Figure 1. Met2 routing.
Bar = 20 microns. Cells faint in the background.
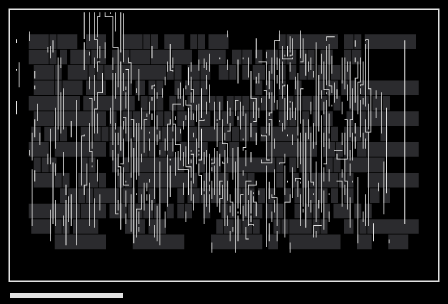
Figure 2. Signal wires on met3.
Bar = 20 microns.
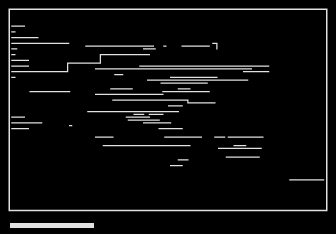
Figure 3. Metal 1.
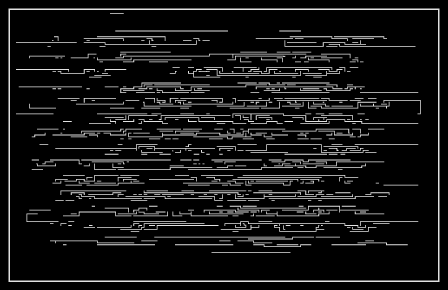
Figure 4. Zoomed window.
Bar = 5 microns. Window x 9 to 29, y 26 to 46 microns. Cells in grey, sequential cells in the stronger grey; small squares are vias.
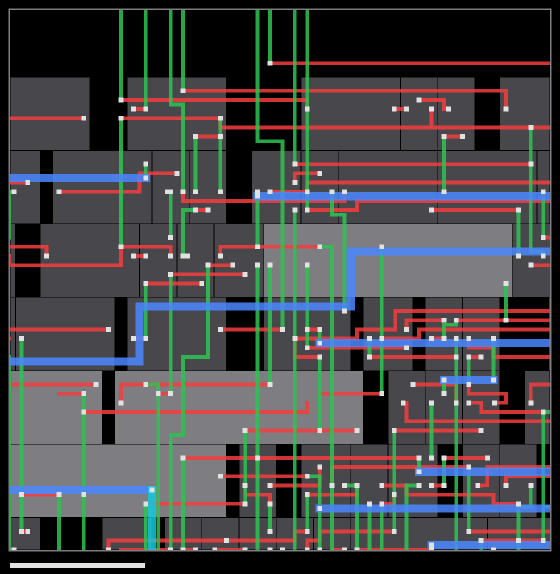
--- config.mk ---
export PLATFORM = sky130hd
export DESIGN_NAME = sobel_pad
export DESIGN_NICKNAME = d
export VERILOG_FILES = /design/src/rtl/sobel_pkg.sv /design/src/rtl/sobel_pad_raster_counter.sv /design/src/rtl/sobel_pad.sv
export SDC_FILE = /design/constraint.sdc
export NUM_CORES = 1
export LEC_CHECK = 0
export ABC_AREA = 1
export CORE_ASPECT_RATIO = 0.6
export CORE_MARGIN = 3
export CORE_UTILIZATION = 59
export CTS_CLUSTER_SIZE = 12
export DETAILED_ROUTE_END_ITERATION = 8
export PLACE_DENSITY_LB_ADDON = 0.2
export SETUP_SLACK_MARGIN = 0.02
export SLEW_MARGIN = 20
export SYNTH_ARGS = -nofsm -noshare
export SYNTH_HDL_FRONTEND = slang
export SYNTH_SLANG_ARGS = --single-unit
--- constraint.sdc ---
create_clock -name clock -period 3 [get_ports clock]
set_clock_uncertainty 0.15 [all_clocks]
set_input_delay 0.6 -clock clock [delete_from_list [all_inputs] [get_ports clock]]
set_output_delay 0.6 -clock clock [all_outputs]
set_load 0.005 [all_outputs]
--- src/rtl/sobel_pkg.sv ---
// Shared definitions for the sobel filter and its output-side border padder:
// pixel width, pad state encoding and coordinate-width helpers.
package sobel_pkg;

    localparam int unsigned PIXEL_WIDTH = 8;

    typedef enum logic {
        S_BORDER   = 1'b0,
        S_INTERIOR = 1'b1
    } pad_state_t;

    // Coordinate counters must hold 0..n-1, and they never narrow below 1 bit.
    function automatic int unsigned coord_width(input int unsigned n);
        return (n < 2) ? 1 : $clog2(n);
    endfunction

    function automatic int unsigned x_width(input int unsigned img_width);
        return coord_width(img_width);
    endfunction

    function automatic int unsigned y_width(input int unsigned img_height);
        return coord_width(img_height);
    endfunction

endpackage

--- src/rtl/sobel_pad_raster_counter.sv ---
// Raster-order x/y coordinate counter with border, last-pixel and
// next-coordinate border classification.
module raster_counter
    import sobel_pkg::*;
#(
    parameter int unsigned WIDTH  = 720,
    parameter int unsigned HEIGHT = 540
) (
    input  logic                         clock,
    input  logic                         reset,
    input  logic                         advance,
    output logic [x_width(WIDTH)-1:0]    x,
    output logic [y_width(HEIGHT)-1:0]   y,
    output logic                         is_border,
    output logic                         is_last,
    output logic                         next_is_border
);

    localparam int unsigned XW = x_width(WIDTH);
    localparam int unsigned YW = y_width(HEIGHT);
    localparam logic [XW-1:0] X_LAST = XW'(WIDTH - 1);
    localparam logic [YW-1:0] Y_LAST = YW'(HEIGHT - 1);

    logic          x_last;
    logic          y_last;
    logic [XW-1:0] next_x;
    logic [YW-1:0] next_y;

    always_comb begin
        x_last = (x == X_LAST);
        y_last = (y == Y_LAST);
        next_x = x_last ? '0 : x + XW'(1);
        next_y = y;
        if (x_last) begin
            next_y = y_last ? '0 : y + YW'(1);
        end
        is_border      = (x == '0) || x_last || (y == '0) || y_last;
        is_last        = x_last && y_last;
        next_is_border = (next_x == '0) || (next_x == X_LAST) ||
                         (next_y == '0) || (next_y == Y_LAST);
    end

    always_ff @(posedge clock or negedge reset) begin
        if (!reset) begin
            x <= '0;
            y <= '0;
        end else if (advance) begin
            x <= next_x;
            y <= next_y;
        end
    end

endmodule

--- src/rtl/sobel_pad.sv ---
// Rebuilds full raster frames from the sobel interior-pixel FIFO by inserting
// a constant border ring. Optional frame_done pulse: SOBEL_PAD_FRAME_DONE_EN.
module sobel_pad
    import sobel_pkg::*;
#(
    parameter int unsigned          IMG_WIDTH    = 720,
    parameter int unsigned          IMG_HEIGHT   = 540,
    parameter int unsigned          DWIDTH       = PIXEL_WIDTH,
    parameter logic [DWIDTH-1:0]    BORDER_VALUE = '0
) (
    input  logic              clock,
    input  logic              reset,
    output logic              in_rd_en,
    input  logic [DWIDTH-1:0] in_dout,
    input  logic              in_empty,
    output logic              out_wr_en,
    output logic [DWIDTH-1:0] out_din,
    input  logic              out_full
`ifdef SOBEL_PAD_FRAME_DONE_EN
    ,
    output logic              frame_done
`endif
);

    localparam int unsigned XW = x_width(IMG_WIDTH);
    localparam int unsigned YW = y_width(IMG_HEIGHT);

    pad_state_t    state;
    pad_state_t    next_state;
    logic [XW-1:0] x;
    logic [YW-1:0] y;
    logic          is_border;
    logic          is_last;
    logic          next_is_border;

    raster_counter #(
        .WIDTH  (IMG_WIDTH),
        .HEIGHT (IMG_HEIGHT)
    ) u_raster_counter (
        .clock          (clock),
        .reset          (reset),
        .advance        (out_wr_en),
        .x              (x),
        .y              (y),
        .is_border      (is_border),
        .is_last        (is_last),
        .next_is_border (next_is_border)
    );

    always_ff @(posedge clock or negedge reset) begin
        if (!reset) begin
            state <= S_BORDER;
        end else begin
            state <= next_state;
        end
    end

    // Enables are qualified with reset so nothing is pushed or popped while held.
    always_comb begin
        out_din    = BORDER_VALUE;
        in_rd_en   = 1'b0;
        out_wr_en  = 1'b0;
        case (state)
            S_BORDER: begin
                out_wr_en = reset && !out_full;
            end
            S_INTERIOR: begin
                out_din   = in_dout;
                in_rd_en  = reset && !in_empty && !out_full;
                out_wr_en = reset && !in_empty && !out_full;
            end
            default: begin
                out_din = BORDER_VALUE;
            end
        endcase
        next_state = state;
        if (out_wr_en) begin
            next_state = next_is_border ? S_BORDER : S_INTERIOR;
        end
    end

`ifdef SOBEL_PAD_FRAME_DONE_EN
    always_ff @(posedge clock or negedge reset) begin
        if (!reset) begin
            frame_done <= 1'b0;
        end else begin
            frame_done <= out_wr_en && is_last;
        end
    end
`else
    logic unused_is_last;
    assign unused_is_last = is_last;
`endif

    a_state_matches_coord: assert property (
        @(posedge clock) disable iff (!reset) ((state == S_BORDER) == is_border)
    );

    a_x_in_range: assert property (
        @(posedge clock) disable iff (!reset) ((32'(x) < IMG_WIDTH) && (32'(y) < IMG_HEIGHT))
    );

endmodule

==> Table 3: Implementation characteristics <==
Characteristics after synthesis and place and route

Parameter                              Value

Cells and area
  Number of non-filler instances in the completed layout    331
  # clk buffers    4
  Repair and plain buffers    23
  Fin area    1978 sq um
  Layout Utilization    75.29%
  Clock tree cell share of total cell area    2.277%
  Combinational share of cell area    48.83%
  Count of antenna diodes in the layout    0
  Final #Nets    ~320
  Highest-count cells in the layout ignoring fill and taps    sky130_fd_sc_hd__nand2_1 (92), sky130_fd_sc_hd__inv_1 (43), sky130_fd_sc_hd__nor2_1 (30), sky130_fd_sc_hd__nand3_1 (29)
  Number of logic gates    204
  Area used by multi-input combinational logic    965.9 sq um
  Highest-count logic cell in the final layout    sky130_fd_sc_hd__nand2_1
  FILL cells    213
  Inverters excl. clock    about 47
  Dominant kind of cell by area    multi-input combinational cells
  FF+latch area    525.5 sq um

Timing
  Final setup violation count    0
  Worst relative slew slack    around 50%
  Worst Hold Slack    401.1 ps
  Max Slew Vio Count    0
  Post-route setup slack    between 150 and 200 ps
  Accumulated negative setup slack    0 ps
  Unrepaired setup endpoints after global routing    no
  Worst Tran Pin Value    770.4 ps
  Final hold vios    0

Floorplanning
  Horiz. Die Dim    75.56 microns
  # rows    14
  Area of the core region    2628 sq um
  Top-level port count    22

Logic synthesis
  Post-synthesis instance area    1713 sq um
  Post-synthesis instance total    281
  Syn Nets    297
  Synth async-reset ratio    100.0%
  Count of warnings emitted by yosys    0
  Library cells used by synthesis    23
  Count of library flops with an enable pin    0
  Post-synthesis sequential element count    21
  Share of the synthesized area in the top cell type    30.68%
  Post-synthesis chip area from yosys    1713 sq um
  Sequential cell area fraction in the yosys report    30.68%

Power
  Clock group    193 uW
  Clock network power share    11.7%
  Net switching power    817.4 uW
  Sequential share of power    39.0%
  Proportion of power drawn by combinational gates    49.3%
  Power in sequential cells    646 uW
  Pwr per Cell Area    around 840 nW/um^2
  Switching part of the total power    49.37%
  Total power draw    1656 uW
  Max IR drop VDD    512.1 uV
  Reported combinational group power    about 800 uW

Placement
  Area of placed instances    1933 sq um
  Setup slack after placement    192.1 ps
  Final HPWL DP    3.219 mm

Global routing
  Global-route usage over all layers    a little over a quarter
  GR Overflow Total    0
  First-pass GRT wire length    6.948 mm
  Number of global-route vias before repair    ~1500

Worst setup path
  Maximum fanout encountered on the critical timing path    2
  Cell type of the slowest stage on the worst timing path    sky130_fd_sc_hd__clkdlybuf4s50_1
  Type of the worst setup path    in2out
  Required time of the critical path    2250 ps
  Startpoint types    input port
  Crit path capture type    output port
  Buf/Inv on CP    4

Run
  Max-cap viol count    0
  Tool warnings    28

Detailed routing
  Iteration-0 DRC count of the detailed router    between 150 and 200
  Final ANT Viol Nets    0
  Detail Route met2 WL    1.691 mm
  Drt first pass iters    5
  Via density    5.498
  Met1 routed wirelength after detailed routing    2.160 mm

Clock tree
  CTS clk-pin slew, worst paths    80 ps
  Buffer levels on the longest clock path    2
  TritonCTS clock tree    done
  CTS H-tree lvls    1
  Clock latency of the later-clocked register in the worst-skew pair    270 ps
  Count of instances resized after the clock tree is built    0

Outcome
  Status    completed
Back to the opening pictures, Figure 1:
233 nets have wire on it. The longest straight run is 32.3 microns. The wires run mostly vertical. The layer holds 39% of the routed length.
GRT met2 Usage: 36.54%
total number of vias: 1820
Routed WL: 4.310 mm

Back to the opening pictures, Figure 2:
48 nets have wire on it. The longest straight run is 37.3 microns. The layer carries 437 microns of wire. The wires run mostly horizontal. The layer holds 10% of the routed length.

Back to the opening pictures, Figure 3:
283 nets have wire on it. The longest straight run is 23.0 microns.
met1 track demand over resource: 40.08%

Back to the opening pictures, Figure 4:
M4: marked cyan. M2: marked green. M3: marked blue. M1: marked red.
Most frequent: nand2_1 (12), clkdlybuf4s50_1 (10), inv_1 (6). 38 logic cells have their middle in the window. Netlist names of flops here include u_raster_counter.y (3). Sequential cells in the window: 3.

worst paths after layout:
path                                       start               endpoint  slack [ps]  cells past startpoint
max                                        reset              out_wr_en         180                      6
min                        u_raster_counter.x[8]  u_raster_counter.x[8]         400                      2
max reg2reg                u_raster_counter.x[0]                  state         370                     12
min reg2reg                u_raster_counter.x[8]  u_raster_counter.x[8]         400                      2
max in group asynchronous                  reset  u_raster_counter.y[9]        1800                      2
min in group asynchronous                  reset  u_raster_counter.x[8]         670                      2
cell families after synthesis:
group | share of synthesized area [%]
AND-OR/OR-AND | 6.720
XOR/XNOR | 2.045
adder cells (fa/ha/maj) | 2.922
buffers and inverters | 12.93
flip-flops | 30.68
AND/OR/NAND/NOR | 44.71
Power is estimated from default activity; no workload was simulated.
